`config.mk`:
```
export PLATFORM = sky130hd
export DESIGN_NAME = audio_adc_conditioner
export DESIGN_NICKNAME = d
export VERILOG_FILES = /design/src/rtl/audio_adc_conditioner.sv
export SDC_FILE = /design/constraint.sdc
export NUM_CORES = 1
export LEC_CHECK = 0
export CAP_MARGIN = 5
export CORE_MARGIN = 4
export CORE_UTILIZATION = 60
export CTS_BUF_LIST = sky130_fd_sc_hd__clkbuf_16
export DETAILED_ROUTE_END_ITERATION = 6
export HOLD_SLACK_MARGIN = 0.06
export PLACE_DENSITY_LB_ADDON = 0.12
export SLEW_MARGIN = 15
export SYNTH_ARGS = -nofsm -noshare
export SYNTH_HDL_FRONTEND = slang
export SYNTH_SLANG_ARGS = --single-unit
```
`constraint.sdc`:
```
create_clock -name clk -period 5.4 [get_ports clk]
set_input_delay 1.08 -clock clk [delete_from_list [all_inputs] [get_ports clk]]
set_output_delay 1.08 -clock clk [all_outputs]
set_load 0.01 [all_outputs]
```
`src/rtl/audio_adc_conditioner.sv`:
```
// audio_adc_conditioner: block-average decimation, DC removal and saturating 16-bit scaling of 12-bit ADC words; define CLIP_HOLD_EN for a held clip flag
module audio_adc_conditioner #(
  parameter int DECIM_LOG2     = 2,
  parameter int DC_SHIFT       = 10,
  parameter int GAIN_SHIFT     = 0,
  parameter int CLIP_HOLD_LOG2 = 4
) (
  input  logic        clk,
  input  logic        reset,
  input  logic        enable,
  input  logic        mute,
  input  logic        adc_valid,
  input  logic [11:0] adc_data,
  output logic [15:0] sample_out,
  output logic        sample_strobe,
  output logic        clip,
  output logic        overrun
);
  localparam int AW = 12 + DECIM_LOG2;
  localparam int DW = 14 + DC_SHIFT;
  localparam int ZW = 18 + GAIN_SHIFT;
  typedef enum logic [1:0] {IDLE, DC, SCALE, OUT} state_t;
  state_t                 r_state;
  logic                   r_valid_q;
  logic [AW-1:0]          r_acc;
  logic [DECIM_LOG2-1:0]  r_count;
  logic [11:0]            r_avg;
  logic signed [DW-1:0]   r_dc_acc;
  logic [13:0]            r_y;
  logic [15:0]            r_z;
  logic                   r_sat;
`ifdef CLIP_HOLD_EN
  localparam logic [CLIP_HOLD_LOG2:0] HOLD_LAST = (CLIP_HOLD_LOG2+1)'((1 << CLIP_HOLD_LOG2) - 1);
  logic [CLIP_HOLD_LOG2:0] r_hold;
`endif
  logic                   w_edge;
  logic                   w_wrap;
  logic [AW-1:0]          w_sum;
  logic signed [DW-1:0]   w_x;
  logic signed [DW-1:0]   w_dc_int;
  logic signed [DW-1:0]   w_step;
  logic [ZW-1:0]          w_z;
  logic                   w_ovf;
  // offset-binary to two's complement is just an MSB flip
  always_comb begin
    w_edge   = adc_valid & ~r_valid_q & enable;
    w_sum    = r_acc + AW'(adc_data);
    w_wrap   = &r_count;
    w_x      = DW'($signed({~r_avg[11], r_avg[10:0]}));
    w_dc_int = r_dc_acc >>> DC_SHIFT;
    w_step   = w_x - w_dc_int;
    w_z      = {{(4+GAIN_SHIFT){r_y[13]}}, r_y} << (4 + GAIN_SHIFT);
    w_ovf    = ~(&w_z[ZW-1:15] | ~|w_z[ZW-1:15]);
  end
  always_ff @(posedge clk) begin
    if (reset) begin
      r_state       <= IDLE;
      r_valid_q     <= 1'b0;
      r_acc         <= '0;
      r_count       <= '0;
      r_avg         <= '0;
      r_dc_acc      <= '0;
      r_y           <= '0;
      r_z           <= '0;
      r_sat         <= 1'b0;
      sample_out    <= '0;
      sample_strobe <= 1'b0;
      clip          <= 1'b0;
      overrun       <= 1'b0;
`ifdef CLIP_HOLD_EN
      r_hold        <= '0;
`endif
    end else if (!enable) begin
      r_state       <= IDLE;
      r_valid_q     <= 1'b0;
      r_acc         <= '0;
      r_count       <= '0;
      sample_strobe <= 1'b0;
`ifndef CLIP_HOLD_EN
      clip          <= 1'b0;
`endif
    end else begin
      r_valid_q     <= adc_valid;
      sample_strobe <= 1'b0;
`ifndef CLIP_HOLD_EN
      clip          <= 1'b0;
`endif
      if (w_edge && r_state != IDLE) overrun <= 1'b1;
      case (r_state)
        IDLE: if (w_edge) begin
          r_count <= r_count + 1'b1;
          r_acc   <= w_wrap ? '0 : w_sum;
          if (w_wrap) begin
            r_avg   <= w_sum[AW-1:DECIM_LOG2];
            r_state <= DC;
          end
        end
        DC: begin
          r_y      <= w_step[13:0];
          r_dc_acc <= r_dc_acc + w_step;
          r_state  <= SCALE;
        end
        SCALE: begin
          r_z     <= w_ovf ? (w_z[ZW-1] ? 16'h8000 : 16'h7fff) : w_z[15:0];
          r_sat   <= w_ovf;
          r_state <= OUT;
        end
        OUT: begin
          sample_out    <= mute ? '0 : r_z;
          sample_strobe <= 1'b1;
          r_state       <= IDLE;
`ifdef CLIP_HOLD_EN
          if (r_sat) begin
            clip   <= 1'b1;
            r_hold <= '0;
          end else if (clip) begin
            clip   <= r_hold != HOLD_LAST;
            r_hold <= r_hold + 1'b1;
          end
`else
          clip          <= r_sat;
`endif
        end
      endcase
    end
  end
endmodule

```
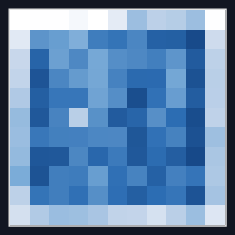
run_1/util_map.png
(2 px per um) 11 x 11 tiles, from white (low) to dark blue (high), 0 to 100% covered.
nearly empty tiles: 4.1%
tiles over 75% full: 26%
emptiest ninth of the die: upper left
mean over tiles: 56%
CORE AREA: 9729 sq um
final core occ: 68.54%
fp_density: 61.18%

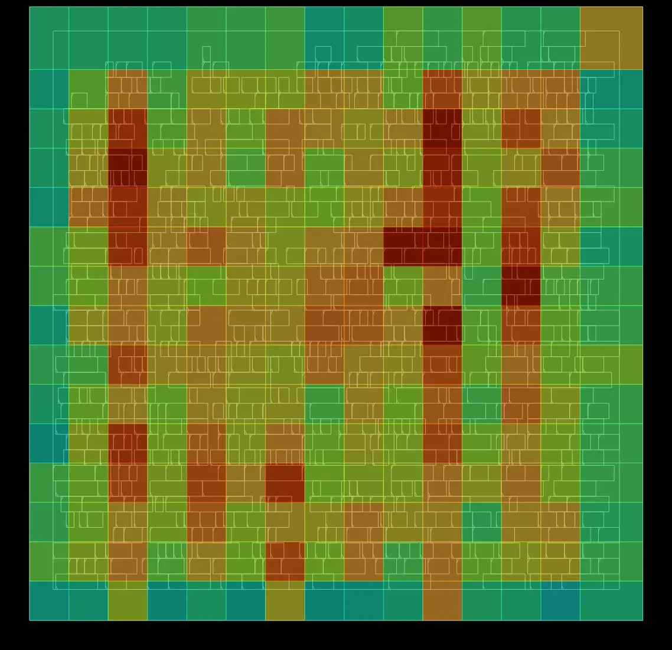
run_1/congestion_map.png
GRT met3 Usage: 5.459%
GR met1 Demand/Resource: 31.79%
GRT busiest layer: met2

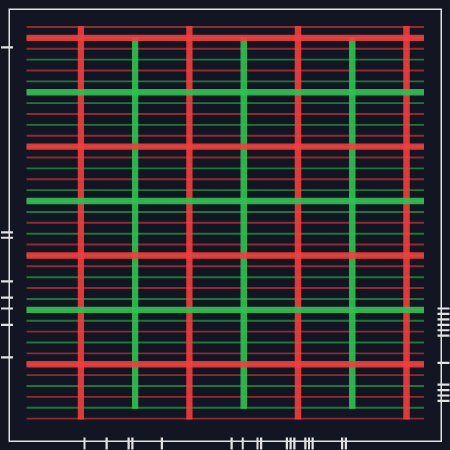
run_1/floorplan.png
(4 px per um) Pins as bars on the die edge.
legend:
  VSS:
    color: red
  VDD:
    color: green
met1 rails: 37
rows: 36
met5 straps: 7
met4 straps: 7

==> run_results.csv, run 1 <==
group,metric,value,unit
cts,htreeDepth,3,
final_timing,slew_violations,0,
cts,clk_path_buf_depth,2,
route,drc_errors,0,
layout,top_register,"r_dc_acc",
power,leakagePower,2.694,nW
route,via_per_inst,5.972,
final_timing,finalCriticalPeriod,4.429,ns
synth,edf_count,0,
setup_path,timing.rr.end,"r_dc_acc[22]",
route,final_antenna_net_count,0,
layout,area_growth,12.05,%
power,internal-power,1.085,mW
global_routing,grt_pass1_vias,5032,
global_routing,antenna_found_initial,0,
synth,syn_area,5952,sq um
min_path,hold_end,"r_z[15]",
final_timing,setup_ws,0.9710,ns
placement,portBuffers,35,
setup_path,critPathKind,"flip-flop to flip-flop",
setup_path,end_kind,"flip-flop",
setup_path,path_cells,"ha_1, inv_1, fa_1, a21o_1, a2111oi_4, nor4_1, o31a_1, o22ai_4, ha_1, a21o_1, a21oi_1, nand2_1, o31a_1, and3_1, or4_1, o311ai_1",
layout,drive_gt1_share,4.781,%
cts,root_buffer,"clkbuf_16",
outcome,status,"finished clean",
final_timing,setup_viol,0,
setup_path,crit_arrival,4.69,ns
synth,yosysSeqAreaShare,33.30,%
flow_run,openroad.warnings,32,
setup_path,start_kind,"flip-flop",
final_timing,hold_violations,0,
cts,cts_inserted_buffers,9,
final_timing,fmax,0.2258,GHz
synth,ys_ff,99,
power,ir_worst_vdd,265.1,uV
setup_path,crit_required,5.66,ns
synth,logic_family,"AND-OR/OR-AND gates",
cts,clk_latency,0.36,ns
setup_path,cp_slowest_cell,"or4_1",
power,clk-power,0.641,mW
setup_path,critPathTopFamily,"AND-OR/OR-AND gates",
placement,hpwlAfterDp,10160,um
die,ios,36,
synth,xor_share,4.562,%
final_timing,rsz0062_at_grt,"no",
placement,dp.cells,870,
layout,final-instance-count-excl-fill,886,
## run 1: cells in the final DEF (no fill, tap or decap), types with 5 or more instances in the layout
master,netlist,routed
o21a_1,7,7
and2_1,6,6
or4_1,7,7
o21bai_1,6,6
a21oi_1,78,78
nor3_1,15,14
buf_4,3,6
o21ai_0,21,21
a22oi_1,7,7
a31oi_1,6,6
a22o_1,13,13
or3_1,6,6
nand2_1,88,88
nand2b_1,5,5
clkbuf_16,0,9
clkdlybuf4s50_1,0,34
xor2_1,11,11
inv_1,33,33
nand3_1,26,26
ha_1,57,57
nor2b_1,7,7
nor4_1,6,6
a211oi_1,9,9
dfxtp_1,99,99
a221oi_1,11,11
a21o_1,17,17
and3_1,14,14
o31ai_1,6,6
xnor2_1,20,20
o211ai_1,5,5
nor2_1,63,63
## run 1: layer usage
layer / GRT usage (%) / share of wire [%] / vias to the layer above
li1: - / - / 2660
met1: 31.79 / 46 / 2474
met2: 42.81 / 47 / 125
met3: 5.459 / 4.0 / 32
met4: 9.288 / 2.9 / 0
met5: 0 / 0 / -
## run 1: final cells by class
cell class / instances / area, sq um
flip-flops and latches: 99 / 1982
inverters: 34 / 127.6
clock buffers: 9 / 225.2
fillers: 823 / 3060
clock inverters: 7 / 65.06
well taps: 133 / 166.4
repair buffers: 41 / 390.4
multi-input cells: 563 / 3712
## run 1: how the worst max path moves through the flow
stage	depth (start not counted)	endpoint	start	slack [ns]
floorplan	16	r_dc_acc[22]	r_dc_acc[10]	1.36
global placement	16	r_dc_acc[22]	r_dc_acc[10]	1.16
detailed placement	16	r_dc_acc[22]	r_dc_acc[10]	1.03
CTS	16	r_dc_acc[22]	r_dc_acc[10]	1.0
global route	18	r_dc_acc[22]	r_dc_acc[10]	0.71
finish	16	r_dc_acc[22]	r_dc_acc[10]	0.97
==> run 1 -> run 2 <==
Clock period 5.4 ns to 4.2 ns, I/O delays scaled along.
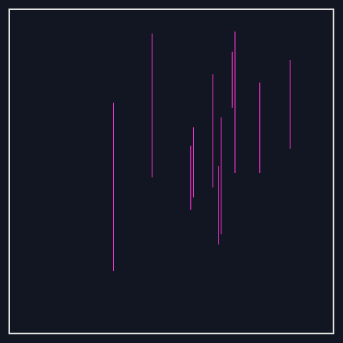
run_2/m4.png
(3 px per um)
wire length on this layer: 374 um
share of all routed wire: 2.6%
main direction: vertical
Routed Wire Length: 14610 um
detailed-route via count: 5403

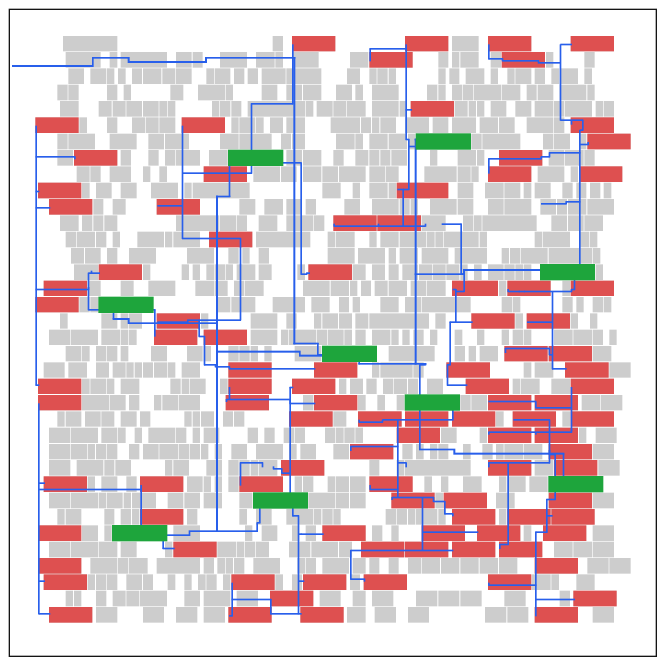
run_2/clock_wires.png
(6 px per um)
legend:
  flip-flops:
    color: red
    count: 99
  clock-net drivers:
    color: green
    count: 9
  clock wires:
    color: blue
    length: 1250 um
flops lie: spread over the die
routed clock nets: 10

==> run 2 against run 1 <==
Effect of this change: clock power is 38% higher; sequential power is 28% higher; critical path depth is 1 higher; via count is 2.1% higher; clock skew is 0.0060 ns higher; non-clock buffer count is 13 higher; sequential share of layout area is 1.3 points lower; hold slack better by 0.00075 ns; setup slack worse by 0.88 ns; utilization is 3.4 points higher; largest power group unchanged.
==> run_results.csv, run 2 <==
group,metric,value,unit
outcome,status,"finished clean",
layout,mostFrequentLayoutCell,"dfxtp_1",
synth,edf_count,0,
route,wl_met3,584,um
final_timing,setup_viol,0,
route,drc_errors,0,
die,fp_util,61.18,%
flow_run,openroad.warnings,32,
global_routing,antenna_found_initial,0,
layout,utilization,71.98,%
synth,yosysSeqAreaShare,33.30,%
final_timing,fmax,0.2435,GHz
power,ir_worst_vdd,282.7,uV
setup_path,crit_required,4.42,ns
power,leakagePower,2.793,nW
global_routing,grt_pass1_vias,5103,
final_timing,finalCriticalPeriod,4.106,ns
final_timing,slew_violations,0,
route,top_layer_used,"met4",
cts,clk_latency,0.36,ns
setup_path,crit_arrival,4.33,ns
placement,dp.cells,874,
route,wl_met1,6674,um
die,ios,36,
final_timing,setup_ws,0.09405,ns
setup_path,cp_slowest_cell,"a2111oi_4",
setup_path,critPathTopFamily,"AND-OR/OR-AND gates",
die,core_area,9729,sq um
layout,top_register,"r_dc_acc",
run 2: cell counts after synthesis:
Identical to the previous run, type by type.
run 2: path summary, 6_finish.rpt:
| check | slack [ns] | end | depth (start not counted) |
|---|---|---|---|
| max | 0.09 | r_dc_acc[21] | 17 |
| min | 0.46 | r_y[8] | 2 |
| max reg2reg | 0.09 | r_dc_acc[21] | 17 |
| min reg2reg | 0.46 | r_y[8] | 2 |
run 2: kinds of logic after synthesis:
group	synth area share (%)
AND/OR/NAND/NOR	20.45
AND-OR/OR-AND	23.94
flip-flops	33.30
buffers and inverters	4.415
adder cells (fa/ha/maj)	12.99
XOR/XNOR	4.562
multiplexers	0.3364
run 2: final cells by class:
| class | count | area, sq um |
|---|---|---|
| Multi-Input combinational cell | 563 | 3910 |
| Fill cell | 782 | 2726 |
| Sequential cell | 99 | 1987 |
| Timing Repair Buffer | 54 | 495.5 |
| Clock buffer | 9 | 225.2 |
| Tap cell | 133 | 166.4 |
| Inverter | 34 | 127.6 |
| Clock inverter | 7 | 91.34 |
run 2: power breakdown:
part / leakage (nW) / switching (mW) / total (mW) / internal, mW
registers: 0.799 / 0.00209 / 0.943 / 0.941
logic: 1.84 / 0.0575 / 0.0936 / 0.0361
clock network: 0.154 / 0.404 / 0.884 / 0.480
total: 2.79 / 0.464 / 1.92 / 1.46
run 2: stage by stage:
step                      TNS, ns  instance area, sq um  hold slack [ns]
after floorplan                 0                  5952           0.4360
after global placement          0                  6404           0.4437
after detailed placement  -0.1107                  6404           0.4463
after CTS                       0                  6753           0.4564
after global routing      -0.3624                  7003           0.4831
final                           0                  7003           0.4562
run 2: worst min-delay path: stages, from the launching register on:
cell and delay (ns):
dfxtp_1 0.31, nand2_1 0.05, a21oi_1 0.05
Power figures rest on the tool's default switching activity, not on a simulated workload.
